**config.mk**
```make
export PLATFORM = sky130hd
export DESIGN_NAME = uart_rx_ctrl_flat
export DESIGN_NICKNAME = d
export VERILOG_FILES = /design/src/rtl/uart_pkg.sv /design/src/rtl/uart_rx_ctrl_if.sv /design/src/rtl/uart_rx_deser.sv /design/src/rtl/uart_rx_ctrl.sv /design/src/flat_wrapper.sv
export SDC_FILE = /design/constraint.sdc
export NUM_CORES = 1
export LEC_CHECK = 0
export CAP_MARGIN = 40
export CORE_MARGIN = 1
export CORE_UTILIZATION = 55
export DETAILED_ROUTE_END_ITERATION = 10
export PLACE_DENSITY_LB_ADDON = 0.15
export SYNTH_ARGS = -nofsm -noshare
export SYNTH_HDL_FRONTEND = slang
export SYNTH_SLANG_ARGS = --single-unit
```
**constraint.sdc**
```tcl
create_clock -name clk_i -period 3.2 [get_ports clk_i]
set_clock_uncertainty 0.2 [all_clocks]
set_input_delay 0.64 -clock clk_i [delete_from_list [all_inputs] [get_ports clk_i]]
set_output_delay 0.64 -clock clk_i [all_outputs]
set_load 0.005 [all_outputs]
```
**src/rtl/uart_pkg.sv**
```systemverilog
// uart_pkg: shared types and constants for the UART receive controller.
// Holds the deserialiser state encoding, parity-mode codes and the minimum baud divider.
package uart_pkg;

    typedef enum logic [2:0] {
        ST_IDLE,
        ST_START,
        ST_DATA,
        ST_PARITY,
        ST_STOP
    } rx_state_e;

    localparam logic [1:0] PAR_NONE = 2'b00;
    localparam logic [1:0] PAR_EVEN = 2'b01;
    localparam logic [1:0] PAR_ODD  = 2'b10;

    localparam logic [15:0] MIN_BAUD_DIV = 16'd4;

endpackage

```
**src/rtl/uart_rx_ctrl_if.sv**
```systemverilog
// uart_rx_ctrl_if: register-file side read port and status of the UART receiver.
// slave: rd_en_i/clr_err_i in; rdata/rd_valid/rd_err, FIFO status, sticky flags, irq out.
interface uart_rx_ctrl_if #(
    parameter int DATA_W  = 8,
    parameter int FIFO_AW = 5
);
    logic              rd_en_i;
    logic              clr_err_i;
    logic [DATA_W-1:0] rdata_o;
    logic              rd_valid_o;
    logic [1:0]        rd_err_o;
    logic              full_o;
    logic              empty_o;
    logic [FIFO_AW:0]  level_o;
    logic              pe_o;
    logic              fe_o;
    logic              ovr_o;
    logic [7:0]        ovr_cnt_o;
    logic              irq_o;

    modport slave (
        input  rd_en_i, clr_err_i,
        output rdata_o, rd_valid_o, rd_err_o, full_o, empty_o, level_o,
        output pe_o, fe_o, ovr_o, ovr_cnt_o, irq_o
    );

    modport master (
        output rd_en_i, clr_err_i,
        input  rdata_o, rd_valid_o, rd_err_o, full_o, empty_o, level_o,
        input  pe_o, fe_o, ovr_o, ovr_cnt_o, irq_o
    );
endinterface

```
**src/rtl/uart_rx_deser.sv**
```systemverilog
// uart_rx_deser: 2-FF synchroniser, bit counter and frame FSM; emits {fe, pe, data} with done tick.
// Ports: clk_i/rstn_i, rx_en_i, uart_rx_i, baud_div_i, parity_mode_i, stop2_i -> done_o, data_o, fe_o, pe_o.
// Macro UART_RX_PARITY_EN builds the PARITY state; otherwise frames carry no parity bit.
module uart_rx_deser
    import uart_pkg::*;
#(
    parameter int DATA_W = 8
) (
    input  logic              clk_i,
    input  logic              rstn_i,
    input  logic              rx_en_i,
    input  logic              uart_rx_i,
    input  logic [15:0]       baud_div_i,
    input  logic [1:0]        parity_mode_i,
    input  logic              stop2_i,
    output logic              done_o,
    output logic [DATA_W-1:0] data_o,
    output logic              fe_o,
    output logic              pe_o
);

    rx_state_e         state_q;
    logic              sync1_q, sync2_q;
    logic [15:0]       cnt_q, div_q;
    logic [3:0]        bit_q;
    logic              stop2_q, fe_acc_q, pe_acc_q;
    logic [DATA_W-1:0] shift_q, data_q;
    logic              done_q, fe_q, pe_q;
`ifdef UART_RX_PARITY_EN
    logic              par_en_q, par_odd_q, par_q;
`else
    logic              unused_mode;
    assign unused_mode = ^parity_mode_i;
`endif

    logic line, fall, tick, mid;
    assign line = sync2_q;
    // Falling edge as it moves into the second flop.
    assign fall = sync2_q & ~sync1_q;
    assign tick = (cnt_q == div_q - 16'd1);
    assign mid  = (cnt_q == (div_q >> 1));

    always_ff @(posedge clk_i or negedge rstn_i) begin
        if (!rstn_i) begin
            sync1_q <= 1'b1;
            sync2_q <= 1'b1;
        end else begin
            sync1_q <= uart_rx_i;
            sync2_q <= sync1_q;
        end
    end

    always_ff @(posedge clk_i or negedge rstn_i) begin
        if (!rstn_i) begin
            state_q  <= ST_IDLE;
            cnt_q    <= '0;
            div_q    <= '0;
            bit_q    <= '0;
            stop2_q  <= 1'b0;
            fe_acc_q <= 1'b0;
            pe_acc_q <= 1'b0;
            shift_q  <= '0;
            data_q   <= '0;
            done_q   <= 1'b0;
            fe_q     <= 1'b0;
            pe_q     <= 1'b0;
`ifdef UART_RX_PARITY_EN
            par_en_q  <= 1'b0;
            par_odd_q <= 1'b0;
            par_q     <= 1'b0;
`endif
        end else begin
            done_q <= 1'b0;
            if (!rx_en_i) begin
                state_q <= ST_IDLE;
                cnt_q   <= '0;
            end else begin
                unique case (state_q)
                    ST_IDLE: begin
                        if (fall && baud_div_i >= MIN_BAUD_DIV) begin
                            state_q <= ST_START;
                            // The edge cycle itself is count 0.
                            cnt_q   <= 16'd1;
                            div_q   <= baud_div_i;
                            stop2_q <= stop2_i;
`ifdef UART_RX_PARITY_EN
                            par_en_q  <= (parity_mode_i == PAR_EVEN) ||
                                         (parity_mode_i == PAR_ODD);
                            par_odd_q <= (parity_mode_i == PAR_ODD);
`endif
                        end
                    end
                    ST_START: begin
                        if (mid) begin
                            cnt_q <= '0;
                            bit_q <= '0;
                            state_q <= line ? ST_IDLE : ST_DATA;
`ifdef UART_RX_PARITY_EN
                            par_q <= 1'b0;
`endif
                        end else begin
                            cnt_q <= cnt_q + 16'd1;
                        end
                    end
                    ST_DATA: begin
                        if (tick) begin
                            cnt_q   <= '0;
                            shift_q <= {line, shift_q[DATA_W-1:1]};
`ifdef UART_RX_PARITY_EN
                            par_q   <= par_q ^ line;
`endif
                            if (bit_q == 4'(DATA_W - 1)) begin
                                bit_q    <= '0;
                                fe_acc_q <= 1'b0;
                                pe_acc_q <= 1'b0;
`ifdef UART_RX_PARITY_EN
                                state_q  <= par_en_q ? ST_PARITY : ST_STOP;
`else
                                state_q  <= ST_STOP;
`endif
                            end else begin
                                bit_q <= bit_q + 4'd1;
                            end
                        end else begin
                            cnt_q <= cnt_q + 16'd1;
                        end
                    end
`ifdef UART_RX_PARITY_EN
                    ST_PARITY: begin
                        if (tick) begin
                            cnt_q    <= '0;
                            // Even: bit equals data XOR; odd: its inverse.
                            pe_acc_q <= par_q ^ line ^ par_odd_q;
                            state_q  <= ST_STOP;
                        end else begin
                            cnt_q <= cnt_q + 16'd1;
                        end
                    end
`endif
                    ST_STOP: begin
                        if (tick) begin
                            cnt_q <= '0;
                            if (stop2_q && bit_q == 4'd0) begin
                                bit_q    <= 4'd1;
                                fe_acc_q <= fe_acc_q | ~line;
                            end else begin
                                bit_q   <= '0;
                                state_q <= ST_IDLE;
                                done_q  <= 1'b1;
                                data_q  <= shift_q;
                                fe_q    <= fe_acc_q | ~line;
                                pe_q    <= pe_acc_q;
                            end
                        end else begin
                            cnt_q <= cnt_q + 16'd1;
                        end
                    end
                    default: state_q <= ST_IDLE;
                endcase
            end
        end
    end

    assign done_o = done_q;
    assign data_o = data_q;
    assign fe_o   = fe_q;
    assign pe_o   = pe_q;

endmodule

```
**src/rtl/uart_rx_ctrl.sv**
```systemverilog
// uart_rx_ctrl: UART receiver with tagged RX FIFO, read port, sticky errors and level irq.
// Ports: clk_i, rstn_i, rx_en_i, uart_rx_i, baud_div_i, parity_mode_i, stop2_i, thresh_i, bus (slave).
// Macro UART_RX_PARITY_EN enables parity checking and pe_o; otherwise pe_o and rd_err_o[0] are 0.
module uart_rx_ctrl
    import uart_pkg::*;
#(
    parameter int DATA_W  = 8,
    parameter int FIFO_AW = 5
) (
    input  logic             clk_i,
    input  logic             rstn_i,
    input  logic             rx_en_i,
    input  logic             uart_rx_i,
    input  logic [15:0]      baud_div_i,
    input  logic [1:0]       parity_mode_i,
    input  logic             stop2_i,
    input  logic [FIFO_AW:0] thresh_i,
    uart_rx_ctrl_if.slave    bus
);

    localparam int DEPTH = 1 << FIFO_AW;
    localparam int EW    = DATA_W + 2;
    localparam logic [FIFO_AW:0] FULL_LVL = (FIFO_AW + 1)'(DEPTH);

    logic              d_done, d_fe, d_pe, pe_tag;
    logic [DATA_W-1:0] d_data;

    uart_rx_deser #(.DATA_W(DATA_W)) u_deser (
        .clk_i         (clk_i),
        .rstn_i        (rstn_i),
        .rx_en_i       (rx_en_i),
        .uart_rx_i     (uart_rx_i),
        .baud_div_i    (baud_div_i),
        .parity_mode_i (parity_mode_i),
        .stop2_i       (stop2_i),
        .done_o        (d_done),
        .data_o        (d_data),
        .fe_o          (d_fe),
        .pe_o          (d_pe)
    );

`ifdef UART_RX_PARITY_EN
    assign pe_tag = d_pe;
`else
    logic unused_pe;
    assign unused_pe = d_pe;
    assign pe_tag    = 1'b0;
`endif

    logic [EW-1:0]      mem_q [DEPTH];
    logic [FIFO_AW-1:0] wr_ptr_q, rd_ptr_q;
    logic [FIFO_AW:0]   cnt_q, cnt_d;
    logic [DATA_W-1:0]  rdata_q;
    logic [1:0]         rerr_q;
    logic               rvalid_q, pe_q, fe_q, ovr_q, irq_q;
    logic [7:0]         ovr_cnt_q;
    logic               full, empty, pop, push, ovr_ev, pe_flag;

    assign full   = (cnt_q == FULL_LVL);
    assign empty  = (cnt_q == '0);
    assign pop    = bus.rd_en_i & ~empty;
    // A pop in the same cycle frees the slot, so a full FIFO still accepts.
    assign push   = d_done & (~full | pop);
    assign ovr_ev = d_done & full & ~pop;

    always_comb begin
        cnt_d = cnt_q;
        if (push && !pop) cnt_d = cnt_q + 1'b1;
        else if (!push && pop) cnt_d = cnt_q - 1'b1;
    end

    always_ff @(posedge clk_i) begin
        if (push) mem_q[wr_ptr_q] <= {d_fe, pe_tag, d_data};
    end

    always_ff @(posedge clk_i or negedge rstn_i) begin
        if (!rstn_i) begin
            wr_ptr_q  <= '0;
            rd_ptr_q  <= '0;
            cnt_q     <= '0;
            rdata_q   <= '0;
            rerr_q    <= '0;
            rvalid_q  <= 1'b0;
            pe_q      <= 1'b0;
            fe_q      <= 1'b0;
            ovr_q     <= 1'b0;
            ovr_cnt_q <= '0;
            irq_q     <= 1'b0;
        end else begin
            cnt_q    <= cnt_d;
            rvalid_q <= pop;
            if (push) wr_ptr_q <= wr_ptr_q + 1'b1;
            if (pop) begin
                rd_ptr_q <= rd_ptr_q + 1'b1;
                rdata_q  <= mem_q[rd_ptr_q][DATA_W-1:0];
                rerr_q   <= mem_q[rd_ptr_q][EW-1:DATA_W];
            end
            if (bus.clr_err_i) begin
                pe_q      <= 1'b0;
                fe_q      <= 1'b0;
                ovr_q     <= 1'b0;
                ovr_cnt_q <= '0;
            end else begin
                if (push && pe_tag) pe_q <= 1'b1;
                if (push && d_fe)   fe_q <= 1'b1;
                if (ovr_ev) begin
                    ovr_q <= 1'b1;
                    if (ovr_cnt_q != 8'hFF) ovr_cnt_q <= ovr_cnt_q + 8'd1;
                end
            end
            irq_q <= (cnt_q >= thresh_i) | pe_flag | fe_q | ovr_q;
        end
    end

`ifdef UART_RX_PARITY_EN
    assign pe_flag = pe_q;
`else
    assign pe_flag = 1'b0;
`endif

    assign bus.rdata_o    = rdata_q;
    assign bus.rd_valid_o = rvalid_q;
    assign bus.rd_err_o   = rerr_q;
    assign bus.full_o     = full;
    assign bus.empty_o    = empty;
    assign bus.level_o    = cnt_q;
    assign bus.pe_o       = pe_flag;
    assign bus.fe_o       = fe_q;
    assign bus.ovr_o      = ovr_q;
    assign bus.ovr_cnt_o  = ovr_cnt_q;
    assign bus.irq_o      = irq_q;

endmodule

```
**src/flat_wrapper.sv**
```systemverilog
// flat-port wrapper written by rule: the top's interface ports become plain ports
module uart_rx_ctrl_flat import uart_pkg::*;
#(
    parameter int DATA_W  = 8,
    parameter int FIFO_AW = 5
)
  (clk_i, rstn_i, rx_en_i, uart_rx_i, baud_div_i, parity_mode_i, stop2_i, thresh_i, bus_rd_en_i, bus_clr_err_i, bus_rdata_o, bus_rd_valid_o, bus_rd_err_o, bus_full_o, bus_empty_o, bus_level_o, bus_pe_o, bus_fe_o, bus_ovr_o, bus_ovr_cnt_o, bus_irq_o);
  uart_rx_ctrl_if #(.DATA_W(DATA_W), .FIFO_AW(FIFO_AW)) bus_i ();
  input  logic clk_i;
  input  logic rstn_i;
  input  logic rx_en_i;
  input  logic uart_rx_i;
  input  logic [15:0] baud_div_i;
  input  logic [1:0] parity_mode_i;
  input  logic stop2_i;
  input  logic [FIFO_AW:0] thresh_i;
  input wire logic [$bits(bus_i.rd_en_i)-1:0] bus_rd_en_i;
  input wire logic [$bits(bus_i.clr_err_i)-1:0] bus_clr_err_i;
  output wire logic [$bits(bus_i.rdata_o)-1:0] bus_rdata_o;
  output wire logic [$bits(bus_i.rd_valid_o)-1:0] bus_rd_valid_o;
  output wire logic [$bits(bus_i.rd_err_o)-1:0] bus_rd_err_o;
  output wire logic [$bits(bus_i.full_o)-1:0] bus_full_o;
  output wire logic [$bits(bus_i.empty_o)-1:0] bus_empty_o;
  output wire logic [$bits(bus_i.level_o)-1:0] bus_level_o;
  output wire logic [$bits(bus_i.pe_o)-1:0] bus_pe_o;
  output wire logic [$bits(bus_i.fe_o)-1:0] bus_fe_o;
  output wire logic [$bits(bus_i.ovr_o)-1:0] bus_ovr_o;
  output wire logic [$bits(bus_i.ovr_cnt_o)-1:0] bus_ovr_cnt_o;
  output wire logic [$bits(bus_i.irq_o)-1:0] bus_irq_o;
  assign bus_i.rd_en_i = bus_rd_en_i;
  assign bus_i.clr_err_i = bus_clr_err_i;
  assign bus_rdata_o = bus_i.rdata_o;
  assign bus_rd_valid_o = bus_i.rd_valid_o;
  assign bus_rd_err_o = bus_i.rd_err_o;
  assign bus_full_o = bus_i.full_o;
  assign bus_empty_o = bus_i.empty_o;
  assign bus_level_o = bus_i.level_o;
  assign bus_pe_o = bus_i.pe_o;
  assign bus_fe_o = bus_i.fe_o;
  assign bus_ovr_o = bus_i.ovr_o;
  assign bus_ovr_cnt_o = bus_i.ovr_cnt_o;
  assign bus_irq_o = bus_i.irq_o;
  uart_rx_ctrl #(.DATA_W(DATA_W), .FIFO_AW(FIFO_AW)) u_core (.clk_i(clk_i), .rstn_i(rstn_i), .rx_en_i(rx_en_i), .uart_rx_i(uart_rx_i), .baud_div_i(baud_div_i), .parity_mode_i(parity_mode_i), .stop2_i(stop2_i), .thresh_i(thresh_i), .bus(bus_i));
endmodule
```
==> results.json, run 1 <==
{
  "outcome": "finished, final reports clean",
  "avgViaCountPerCell": 5.82,
  "grt_pass1_vias": 9365,
  "comb_area_sq_um": 5270,
  "top_area_cell": "edfxtp_1",
  "ff_type": "edfxtp_1",
  "logic_family": "multiplexers",
  "ir_drop_uv": 445,
  "rr_worst_depth": 9,
  "route.detailed.drc": 0,
  "cts.sinks": 386,
  "fin_crit_ns": 3.15,
  "rows": 63,
  "p_seq_frac": 0.444,
  "crit_required_ns": 3.42,
  "max_freq_mhz": 318,
  "ys_seq_share": 0.670,
  "regMostFlops": "u_core.mem_q",
  "gr-usage-all-layers": 0.226,
  "dp_hpwl_microns": 22500,
  "yosys.area_share.simple": 0.0757,
  "ys_cells": 1016,
  "p_int_mw": 9.72,
  "area_delta_synth_final_pct": 18.8,
  "place_area_sq_um": 18300,
  "final_util": 0.664
}
[run 1: cells by family (layout without fill, tap and decap cells)]
| family | after synthesis | after routing |
|---|---|---|
| buf+inv | 79 | 251 |
| other cells | 1 | 2 |
| compound gates | 105 | 105 |
| mux | 137 | 137 |
| fa+ha+maj | 22 | 22 |
| xor+xnor | 50 | 50 |
| simple gates | 236 | 236 |
| flops | 386 | 386 |
[run 1: layout by cell type (no fill, tap or decap), types with 27 or more instances in the layout]
cell	n
nor2_1	65
dfrtp_1	94
edfxtp_1	288
nand2_1	42
mux2_2	38
clkbuf_16	41
mux4_2	84
o21ai_0	27
clkdlybuf4s50_1	56
buf_4	84
[run 1: critical path: stages (launching register included)]
cell     delay (ns)
dfrtp_1        0.37
or4_4          0.58
or4_1          0.57
a21oi_2        0.17
o22ai_1        0.12
or4b_4         0.56
nand2_8        0.15
buf_4          0.12
nor3_1         0.04
a21o_1         0.16
[run 1: power by group through the flow]
| stage | combinational (mW) | sequential, mW | clock (mW) |
|---|---|---|---|
| 2_1_floorplan | 2.10 | 5.79 | 0 |
| 3_3_place_gp | 2.97 | 5.97 | 0 |
| 3_5_place_dp | 3.00 | 5.99 | 0 |
| 4_1_cts | 3.01 | 5.89 | 4.42 |
| 5_1_grt | 3.33 | 5.93 | 4.60 |
| 6_report | 3.04 | 5.89 | 4.32 |
[run 1: layout make-up]
cell class                      count  area share
Multi-Input combinational cell    552       0.268
Clock inverter                     10     0.00604
Tap cell                          390      0.0248
Sequential cell                   386       0.564
Clock buffer                       58      0.0554
Inverter                           24     0.00470
Timing Repair Buffer              159      0.0772
[run 1: per-layer routing]
layer  part of all wire  track usage
met3              0.044       0.0281
met5                  0            0
met4              0.021       0.0591
met2               0.50        0.384
met1               0.43        0.312
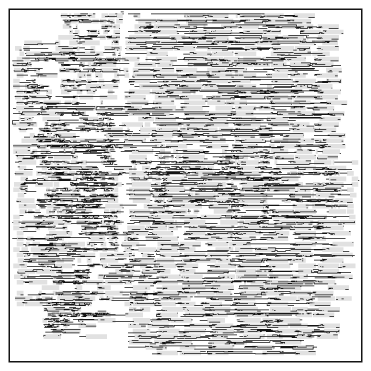
(run_1/m1.png)
Drawn at 2 px/micron. Cells faint in the background.
share of all routed wire: 43%
longest straight run: 67.6 microns
vias: 9186
DRT Wirelength: 33300 microns
met1 usage: 0.312

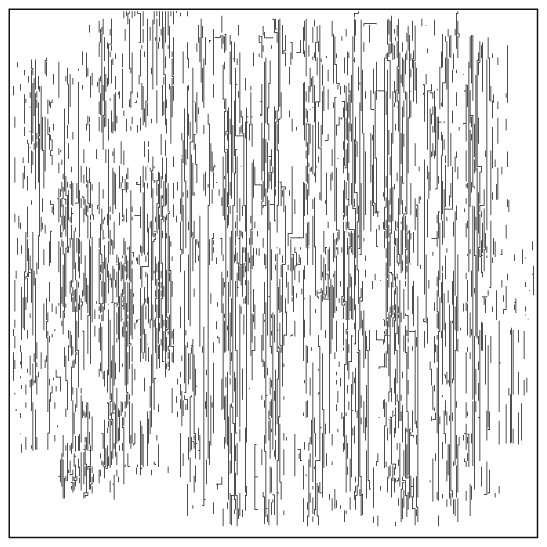
(run_1/m2.png)
Drawn at 3 px/micron.
nets with wire on the layer: 1053
main direction: vertical
wire length on this layer: 16700 microns
longest straight run: 112 microns
Global Route met2 Usage: 0.384

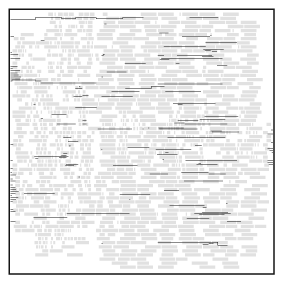
(run_1/m3.png)
Drawn at 1.5 px/micron. Cells faint in the background.
share of all routed wire: 4.4%
wire length on this layer: 1460 microns
met3 usage: 0.0281

==> run_1/m4.png <==
Drawn at 1.5 px/micron. Cells faint in the background.
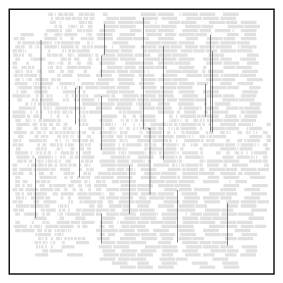

==> run 2, diff against run 1 <==
Settings changed: PLACE_DENSITY set to 0.75, PLACE_DENSITY_LB_ADDON 0.15 to unset.
Clock period 3.2 ns to 3.7 ns, I/O delays scaled along.
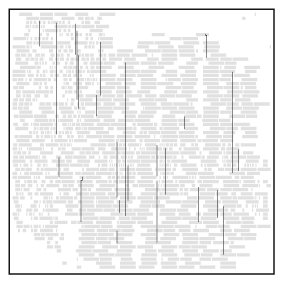
(run_2/m4.png)
Drawn at 1.5 px/micron. Cells faint in the background.
share of all routed wire: 2.1%
wire length on this layer: 736 microns
main direction: vertical
longest straight run: 102 microns
DRT Wirelength: 34400 microns
vias: 9250

==> run 2 against run 1 <==
  * Sequential cell count unchanged
  * Die area did not move
  * Largest power group unchanged
  * Sequential power decreased by 13%
==> results.json, run 2 <==
{
  "gr-usage-all-layers": 0.233,
  "logic_family": "multiplexers",
  "routed.top_layer": "met5",
  "route.detailed.drc": 0,
  "ir_drop_uv": 517,
  "first_iter_violations": 894,
  "comb_area_sq_um": 5150,
  "synth.distinct_cells": 72,
  "dp_hpwl_microns": 22300,
  "ff_type": "edfxtp_1",
  "max_freq_mhz": 292,
  "ctsResizeCount": 0,
  "wl_per_cell_microns": 22.2,
  "route.met3.wl_microns": 2280,
  "avgViaCountPerCell": 5.96,
  "rows": 63,
  "drtPass1Iterations": 5,
  "wl_met1_microns": 14600,
  "area_delta_synth_final_pct": 16.8,
  "final_util": 0.653,
  "yosys.area_share.simple": 0.0757,
  "ys_seq_share": 0.670,
  "mostFrequentLayoutCells": "edfxtp_1, dfrtp_1, mux4_2",
  "route.met2.wl_microns": 16700,
  "worstPathMaxFanout": 10,
  "grt_pass1_vias": 9387,
  "flop_area_sq_um": 11100,
  "gp_congestion": 0.919,
  "cts_tree": "built",
  "top_area_cell": "edfxtp_1",
  "regMostFlops": "u_core.mem_q",
  "fin_crit_ns": 3.43,
  "layout_top_cell": "edfxtp_1",
  "crit_required_ns": 3.90,
  "rr_worst_depth": 9,
  "cts.sinks": 386,
  "outcome": "finished, final reports clean"
}
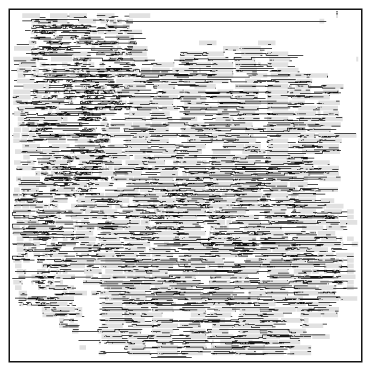
(run_2/m1.png)
Drawn at 2 px/micron. Cells faint in the background.
share of all routed wire: 43%
nets with wire on the layer: 1091
met1 usage: 0.328

run 2: stage by stage:
step                      power (mW)  std cells  cell area [sq um]
after detailed placement        7.68       1479              18100
final                           11.4       1551              19300
after CTS                       11.5       1551              19300
after global placement          7.60       1469              17900
after floorplan                 6.88       1017              16600
after global routing            11.9       1551              19300
run 2: layer usage:
layer,vias to the layer above,track usage
li1,4181,-
met3,59,0.0403
met5,-,0
met2,325,0.377
met4,2,0.0674
met1,4683,0.328
run 2: power by group:
| part | leakage (nW) | internal, mW | switching (mW) | total [mW] |
|---|---|---|---|---|
| logic | 2.48 | 1.33 | 1.12 | 2.45 |
| clock network | 0.626 | 2.28 | 1.58 | 3.86 |
| registers | 4.24 | 4.78 | 0.340 | 5.12 |
run 2: critical path, cell delays in order, from the launching register on:
cell and delay [ns]:
dfrtp_1 0.42, inv_1 0.08, ha_1 0.21, or3b_2 0.51, or4_1 0.52, o311a_1 0.14, and2_4 0.18, nor4_4 0.47
nand3_4 0.25, mux2_2 0.34
run 2: how the worst min path moves through the flow:
| stage | startpoint | endpoint | cells past startpoint |
|---|---|---|---|
| global placement | u_core.u_deser.sync1_q | u_core.u_deser.line | 0 |
| CTS | rstn_i | u_core.u_deser.cnt_q[12] | 1 |
| floorplan | u_core.u_deser.sync1_q | u_core.u_deser.line | 0 |
| detailed placement | u_core.u_deser.sync1_q | u_core.u_deser.line | 0 |
| global route | rstn_i | u_core.u_deser.cnt_q[12] | 1 |
| finish | rstn_i | u_core.u_deser.cnt_q[12] | 1 |
run 2: final cells by class:
type / instances / share of cell area
repair buffers: 127 / 0.0643
well taps: 390 / 0.0252
clock inverters: 23 / 0.0100
multi-input cells: 552 / 0.266
clock buffers: 49 / 0.0556
flip-flops and latches: 386 / 0.574
inverters: 24 / 0.00466
Power and IR drop assume default switching activity.
